--- config.mk ---
export PLATFORM = sky130hd
export DESIGN_NAME = mul_dot_accumulator
export DESIGN_NICKNAME = d
export VERILOG_FILES = /design/src/rtl/mul_dot_accumulator.sv
export SDC_FILE = /design/constraint.sdc
export NUM_CORES = 1
export LEC_CHECK = 0
export CORE_ASPECT_RATIO = 1.25
export CORE_MARGIN = 5
export CORE_UTILIZATION = 55
export CTS_BUF_LIST = sky130_fd_sc_hd__clkbuf_16
export DETAILED_ROUTE_END_ITERATION = 10
export PLACE_DENSITY_LB_ADDON = 0.12
export RECOVER_POWER = 50
export REMOVE_ABC_BUFFERS = 1
export SLEW_MARGIN = 10
export SYNTH_ARGS = -nofsm -noshare
export SYNTH_HDL_FRONTEND = slang
export SYNTH_SLANG_ARGS = --single-unit
--- constraint.sdc ---
create_clock -name clk -period 29.1 [get_ports clk]
set_input_delay 5.82 -clock clk [delete_from_list [all_inputs] [get_ports clk]]
set_output_delay 5.82 -clock clk [all_outputs]
set_load 0.005 [all_outputs]
--- src/rtl/mul_dot_accumulator.sv ---
// Dot-product engine: registers 8-bit operand pairs, multiplies them and sums the
// products until the element flagged last, then presents the total with a valid/ready handshake.

module eight_bit_mul (
    input  logic [7:0]  a,
    input  logic [7:0]  b,
    output logic [15:0] mult
);
    // Unsigned shift-and-add multiplier, one partial product per multiplier bit.
    always_comb begin
        mult = '0;
        for (int i = 0; i < 8; i++) begin
            if (b[i]) begin
                mult = mult + (16'({8'b0, a}) << i);
            end
        end
    end
endmodule

module mul_dot_accumulator #(
    parameter int ACC_W = 24,
    parameter int CNT_W = 8
) (
    input  logic             clk,
    input  logic             rst,
    input  logic             in_valid,
    output logic             in_ready,
    input  logic [7:0]       a,
    input  logic [7:0]       b,
    input  logic             in_last,
    output logic             out_valid,
    input  logic             out_ready,
    output logic [ACC_W-1:0] acc_out,
    output logic [CNT_W-1:0] count,
    output logic             overflow
);
    logic             s1_valid;
    logic [7:0]       s1_a;
    logic [7:0]       s1_b;
    logic             s1_last;

    logic [ACC_W-1:0] acc;
    logic [CNT_W-1:0] run_cnt;
    logic             run_ovf;

    logic [15:0]      prod;
    logic [ACC_W:0]   sum;
    logic [CNT_W-1:0] cnt_next;
    logic             stall;
    logic             adv;
    logic             take_elem;
    logic             load_res;

    eight_bit_mul u_mul (
        .a    (s1_a),
        .b    (s1_b),
        .mult (prod)
    );

    // Only a last element can stall, and only while the previous result is still unread.
    assign stall     = s1_valid && s1_last && out_valid && !out_ready;
    assign adv       = !stall;
    assign in_ready  = adv;
    assign take_elem = adv && s1_valid;
    assign load_res  = take_elem && s1_last;

    assign sum      = {1'b0, acc} + (ACC_W+1)'(prod);
    assign cnt_next = (&run_cnt) ? run_cnt : run_cnt + CNT_W'(1);

    always_ff @(posedge clk) begin
        if (rst) begin
            s1_valid <= 1'b0;
            s1_a     <= '0;
            s1_b     <= '0;
            s1_last  <= 1'b0;
        end else if (adv) begin
            s1_valid <= in_valid && in_ready;
            if (in_valid) begin
                s1_a    <= a;
                s1_b    <= b;
                s1_last <= in_last;
            end
        end
    end

    always_ff @(posedge clk) begin
        if (rst) begin
            acc     <= '0;
            run_cnt <= '0;
            run_ovf <= 1'b0;
        end else if (take_elem) begin
            if (s1_last) begin
                acc     <= '0;
                run_cnt <= '0;
                run_ovf <= 1'b0;
            end else begin
                acc     <= sum[ACC_W-1:0];
                run_cnt <= cnt_next;
                run_ovf <= run_ovf | sum[ACC_W];
            end
        end
    end

    always_ff @(posedge clk) begin
        if (rst) begin
            out_valid <= 1'b0;
            acc_out   <= '0;
            count     <= '0;
            overflow  <= 1'b0;
        end else if (load_res) begin
            out_valid <= 1'b1;
            acc_out   <= sum[ACC_W-1:0];
            count     <= cnt_next;
            overflow  <= run_ovf | sum[ACC_W];
        end else if (out_ready) begin
            out_valid <= 1'b0;
        end
    end
endmodule

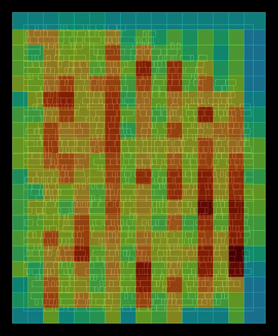
Fig. 1. Routing congestion (run 1).
global-route track usage on met2: 40.45%
routed length per instance: 15.49 µm
global router's overall resource usage: 22.74%
most utilized layer in the global route result: met2

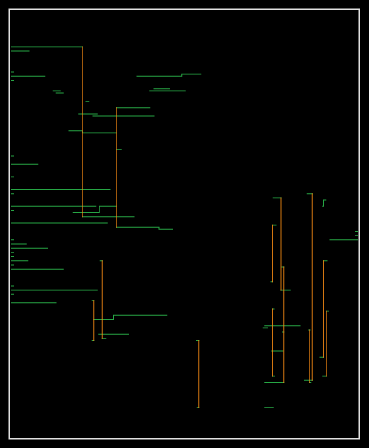
Fig. 2. Routed metal, one color a layer (run 1).
Two of the layers only.
legend:
  M4:
    color: orange
    wire_length: 391 µm
  M3:
    color: green
    wire_length: 471 µm
number of vias in the routed layout: 6661
total wire length after detailed routing: 17630 µm

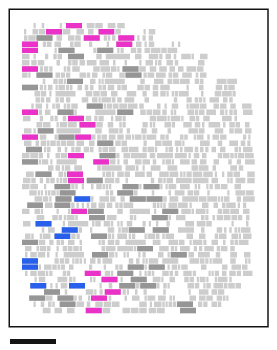
Fig. 3. Sequential cells grouped by signal name (run 1).
Scale bar: 20 µm.
legend:
  `acc_out`:
    color: magenta
    sequential_cells: 24
  `run_cnt`:
    color: blue
    sequential_cells: 8
    where: bottom left
power consumed by sequential cells: 0.128 mW
final core area utilization: 62.77%

==> qor.log, run 1 <==
[power] Max IR drop VDD 33.30 µV
[setup_path] worst setup path end in_ready
[logic_synthesis] post-synth area from yosys stat 7296 µm²
[clock_tree] Clock Tree Buf Depth 2
[clock_tree] Post-CTS Hold Fix Bufs 0
[final_layout] proportion of final cell area spent on non-clock buffers 6.946%
[route] M1 WL 7942 µm
[final_layout] number of filler cells placed in the layout 1197
[clock_tree] CTS tree built
[final_layout] commonest cells after routing, fill and taps aside sky130_fd_sc_hd__nand2_1 (110), sky130_fd_sc_hd__nor2_1 (88), sky130_fd_sc_hd__dfxtp_1 (85), sky130_fd_sc_hd__a21oi_1 (79), sky130_fd_sc_hd__ha_1 (78)
[timing] worst-margin pin slew 3.643 ns
[logic_synthesis] Syn Inst Count 935
[final_layout] Non-Clock Buffer Count 59
[route] first-pass detailed-route iteration total 5
[setup_path] critical path capture point type output pin
[timing] number of pins with negative max-slew slack in the final report 90
[global_route] total gr overflow 0
[placement] number of placed instances with taps included 1123
[final_layout] Commonest Layout Cell sky130_fd_sc_hd__nand2_1
[placement] final RePlAce weighted congestion 0.8624
[placement] port buffer count 55
[placement] Detailed Place HPWL 13370 µm
[run] tool warnings 33
[placement] pre-CTS setup slack 16.17 ns
[run_status] violated checks max-capacitance violations, max-slew violations
[power] Clk pwr share 37.9%
[timing] minimum setup slack in the final design 16.17 ns
[setup_path] startpoint of the worst register-to-register path s1_a[1]
[global_route] largest net degree at the start of global routing 90
[final_layout] Logic cell area 5288 µm²
[logic_synthesis] area share, top type 23.32%
[setup_path] most common cell type on the critical path sky130_fd_sc_hd__clkdlybuf4s50_1
[clock_tree] root buffer cell sky130_fd_sc_hd__clkbuf_16
[run_status] status complete, but fails checks
[logic_synthesis] fraction of the mapped netlist area in compound gates 24.46%
[setup_path] maximum fanout encountered on the critical timing path 3
[logic_synthesis] Synth mux share 3.756%
[run] max capacitance violation total 1
[power] Internal Pwr Total 0.2247 mW
[final_layout] total number of nets in the final design 1070
[setup_path] cell depth of the worst setup path 5
[setup_path] worst reg2reg path endpoint acc_out[22]
[clock_tree] Clock Sinks 85
[route] remaining antenna violation count 0
[logic_synthesis] post-synth tally of flip-flops with integrated enable 0
[power] main power-consuming group registers
[setup_path] crit start category input pin
[timing] minimum hold slack 0.4537 ns
[logic_synthesis] largest area contributor in the netlist sky130_fd_sc_hd__dfxtp_1
[clock_tree] count of cells resized by post-cts repair 0
==> run 1: Yosys cell counts (4+ instances only) <==
library cell                number
sky130_fd_sc_hd__a31o_2          7
sky130_fd_sc_hd__or4_1           4
sky130_fd_sc_hd__mux2_2         10
sky130_fd_sc_hd__a31oi_1        11
sky130_fd_sc_hd__ha_1           78
sky130_fd_sc_hd__nor3_1         16
sky130_fd_sc_hd__xnor2_1        39
sky130_fd_sc_hd__nand4_1         4
sky130_fd_sc_hd__fa_1            8
sky130_fd_sc_hd__or3_1          10
sky130_fd_sc_hd__o21ai_1         6
sky130_fd_sc_hd__and2_1         13
sky130_fd_sc_hd__buf_1           4
sky130_fd_sc_hd__o221ai_1        5
sky130_fd_sc_hd__nand2b_1        9
sky130_fd_sc_hd__nor3b_1         4
sky130_fd_sc_hd__a21o_1         24
sky130_fd_sc_hd__a311oi_1        5
sky130_fd_sc_hd__a21oi_1        79
sky130_fd_sc_hd__a2bb2oi_1       5
sky130_fd_sc_hd__nand3b_1       14
sky130_fd_sc_hd__clkbuf_1       37
sky130_fd_sc_hd__nand2_1       110
sky130_fd_sc_hd__nor2_1         89
sky130_fd_sc_hd__o21a_1         23
sky130_fd_sc_hd__a211oi_1       13
sky130_fd_sc_hd__a22oi_1        11
sky130_fd_sc_hd__inv_1          39
sky130_fd_sc_hd__nor2b_1        15
sky130_fd_sc_hd__xor2_1         20
sky130_fd_sc_hd__mux2i_1        12
sky130_fd_sc_hd__o211ai_1        5
sky130_fd_sc_hd__o21ai_0        34
sky130_fd_sc_hd__and3_1          9
sky130_fd_sc_hd__nand3_1        19
sky130_fd_sc_hd__dfxtp_1        85
sky130_fd_sc_hd__o21bai_1        7
==> inputs of run 2 (changes only) <==
--- a/config.mk
+++ b/config.mk
@@ -7,7 +7,7 @@
 export LEC_CHECK = 0
 export CORE_ASPECT_RATIO = 1.25
 export CORE_MARGIN = 5
-export CORE_UTILIZATION = 55
+export CORE_UTILIZATION = 54
 export CTS_BUF_LIST = sky130_fd_sc_hd__clkbuf_16
 export DETAILED_ROUTE_END_ITERATION = 10
 export PLACE_DENSITY_LB_ADDON = 0.12
==> constraint.sdc (replaced) <==
create_clock -name clk -period 10.51 [get_ports clk]
set_input_delay 2.102 -clock clk [delete_from_list [all_inputs] [get_ports clk]]
set_output_delay 2.102 -clock clk [all_outputs]
set_load 0.005 [all_outputs]
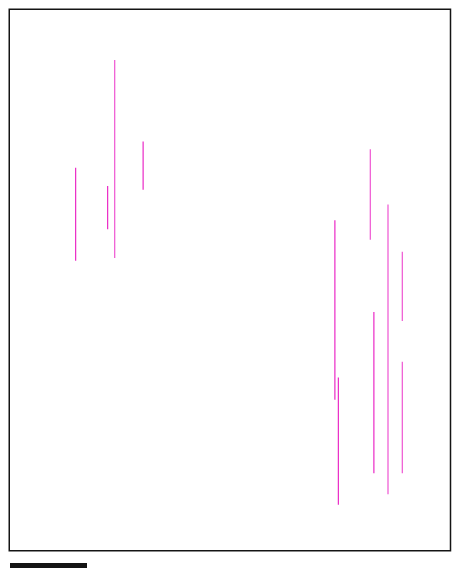
Fig. 4. Metal 4 (run 2).
Scale bar: 20 µm.
nets with wire on the layer: 10
wire length on this layer: 362 µm
longest straight run: 74.8 µm
share of all routed wire: 1.9%
main direction: vertical
number of vias in the routed layout: 6868
total wire length after detailed routing: 19210 µm

==> qor.log, run 2 <==
[run_status] status finished, final reports clean
[route] routed length per instance 16.27 µm [+5.0%]
[route] M1 WL 8444 µm [+6.3%]
[setup_path] crit start category flip-flop
[route] first-pass detailed-route iteration total 5 [unchanged]
[final_layout] Commonest Layout Cell sky130_fd_sc_hd__nand2_1
[logic_synthesis] Syn Inst Count 935 [unchanged]
[global_route] total gr overflow 0 [unchanged]
[timing] number of pins with negative max-slew slack in the final report 0 [-100%]
[timing] worst-margin pin slew 1.435 ns [-2.208 ns]
[setup_path] most common cell type on the critical path sky130_fd_sc_hd__nand2_1
[logic_synthesis] area share, top type 23.32% [unchanged]
[final_layout] commonest cells after routing, fill and taps aside sky130_fd_sc_hd__nand2_1 (108), sky130_fd_sc_hd__nor2_1 (86), sky130_fd_sc_hd__dfxtp_1 (84), sky130_fd_sc_hd__a21oi_1 (72), sky130_fd_sc_hd__ha_1 (67)
[logic_synthesis] post-synthesis cell type with the largest instance count sky130_fd_sc_hd__nand2_1
[logic_synthesis] post-synth area from yosys stat 7296 µm² [unchanged]
[final_layout] final core area utilization 67.04% [+4.3 points]
[final_layout] number of filler cells placed in the layout 1136 [-5.1%]
[power] main power-consuming group clock
[timing] minimum hold slack 0.4457 ns [-0.007997 ns]
[logic_synthesis] most frequent cells after synthesis sky130_fd_sc_hd__nand2_1 (110), sky130_fd_sc_hd__nor2_1 (89), sky130_fd_sc_hd__dfxtp_1 (85), sky130_fd_sc_hd__a21oi_1 (79), sky130_fd_sc_hd__ha_1 (78)
[final_layout] total number of nets in the final design 1112 [+3.9%]
[global_route] global router's overall resource usage 23.13% [+0.39 points]
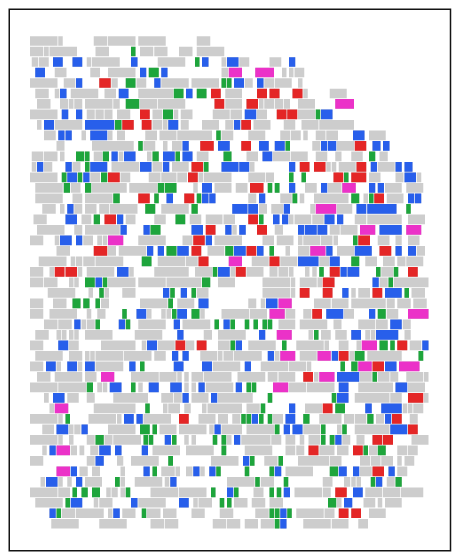
Fig. 5. Selected gate families (run 2).
legend:
  nand cells:
    color: green
    cells: 157
    where: spread over the die
  non-inverting ao/oa cells:
    color: red
    cells: 69
  mux cells:
    color: magenta
    cells: 25
  aoi and oai cells:
    color: blue
    cells: 200
    where: spread over the die

==> run 2: repair_timing <==
action | in CTS | in global routing
setup buffers | 2 | 17
resized | 3 | 51
endpoints found under the hold margin | 0 | 0
pin swaps | 4 | 20
hold buffers | 0 | 0
setup endpoints to repair | 9 | 24
cloned | 1 | 0
==> run 2: kinds of logic after synthesis <==
| group | synth area share [%] |
|---|---|
| AND-OR/OR-AND | 24.46 |
| XOR/XNOR | 7.083 |
| adder cells (fa/ha/maj) | 15.73 |
| buffers and inverters | 4.236 |
| flip-flops | 23.32 |
| multiplexers | 3.756 |
| AND/OR/NAND/NOR | 21.42 |
==> run 2: per-layer routing <==
metal / up-vias / global-route usage [%]
met1: 3225 / 29.22
met3: 25 / 2.761
met2: 128 / 41.36
li1: 3490 / -
met4: 0 / 6.004
met5: - / 0
==> run 2: final timing paths <==
path,startpoint,slack (ns),endpoint,cells past startpoint
max reg2reg,s1_a[1],0.33,acc[18],49
max,s1_a[1],0.33,acc[18],49
min,count[0],0.45,count[0],2
min reg2reg,count[0],0.45,count[0],2
==> run 2: stage by stage <==
step | setup slack (ns) | cells | TNS, ns
global route | -0.07115 | 1181 | -0.2598
detailed placement | -0.03598 | 1145 | -0.07778
global placement | 0.1518 | 1145 | 0
finish | 0.3329 | 1181 | 0
floorplan | 0.3723 | 893 | 0
CTS | 0.007270 | 1164 | 0
==> run 2: area by class of cell <==
cell class / instances / area, µm² / area share, %
multi-input cells: 769 / 5597 / 63.10
flip-flops and latches: 85 / 1703 / 19.20
repair buffers: 100 / 875.8 / 9.874
clock buffers: 9 / 225.2 / 2.539
well taps: 171 / 214.0 / 2.412
inverters: 40 / 150.1 / 1.693
clock inverters: 7 / 105.1 / 1.185
No activity file was given, so power comes from the tool's default toggle rates.
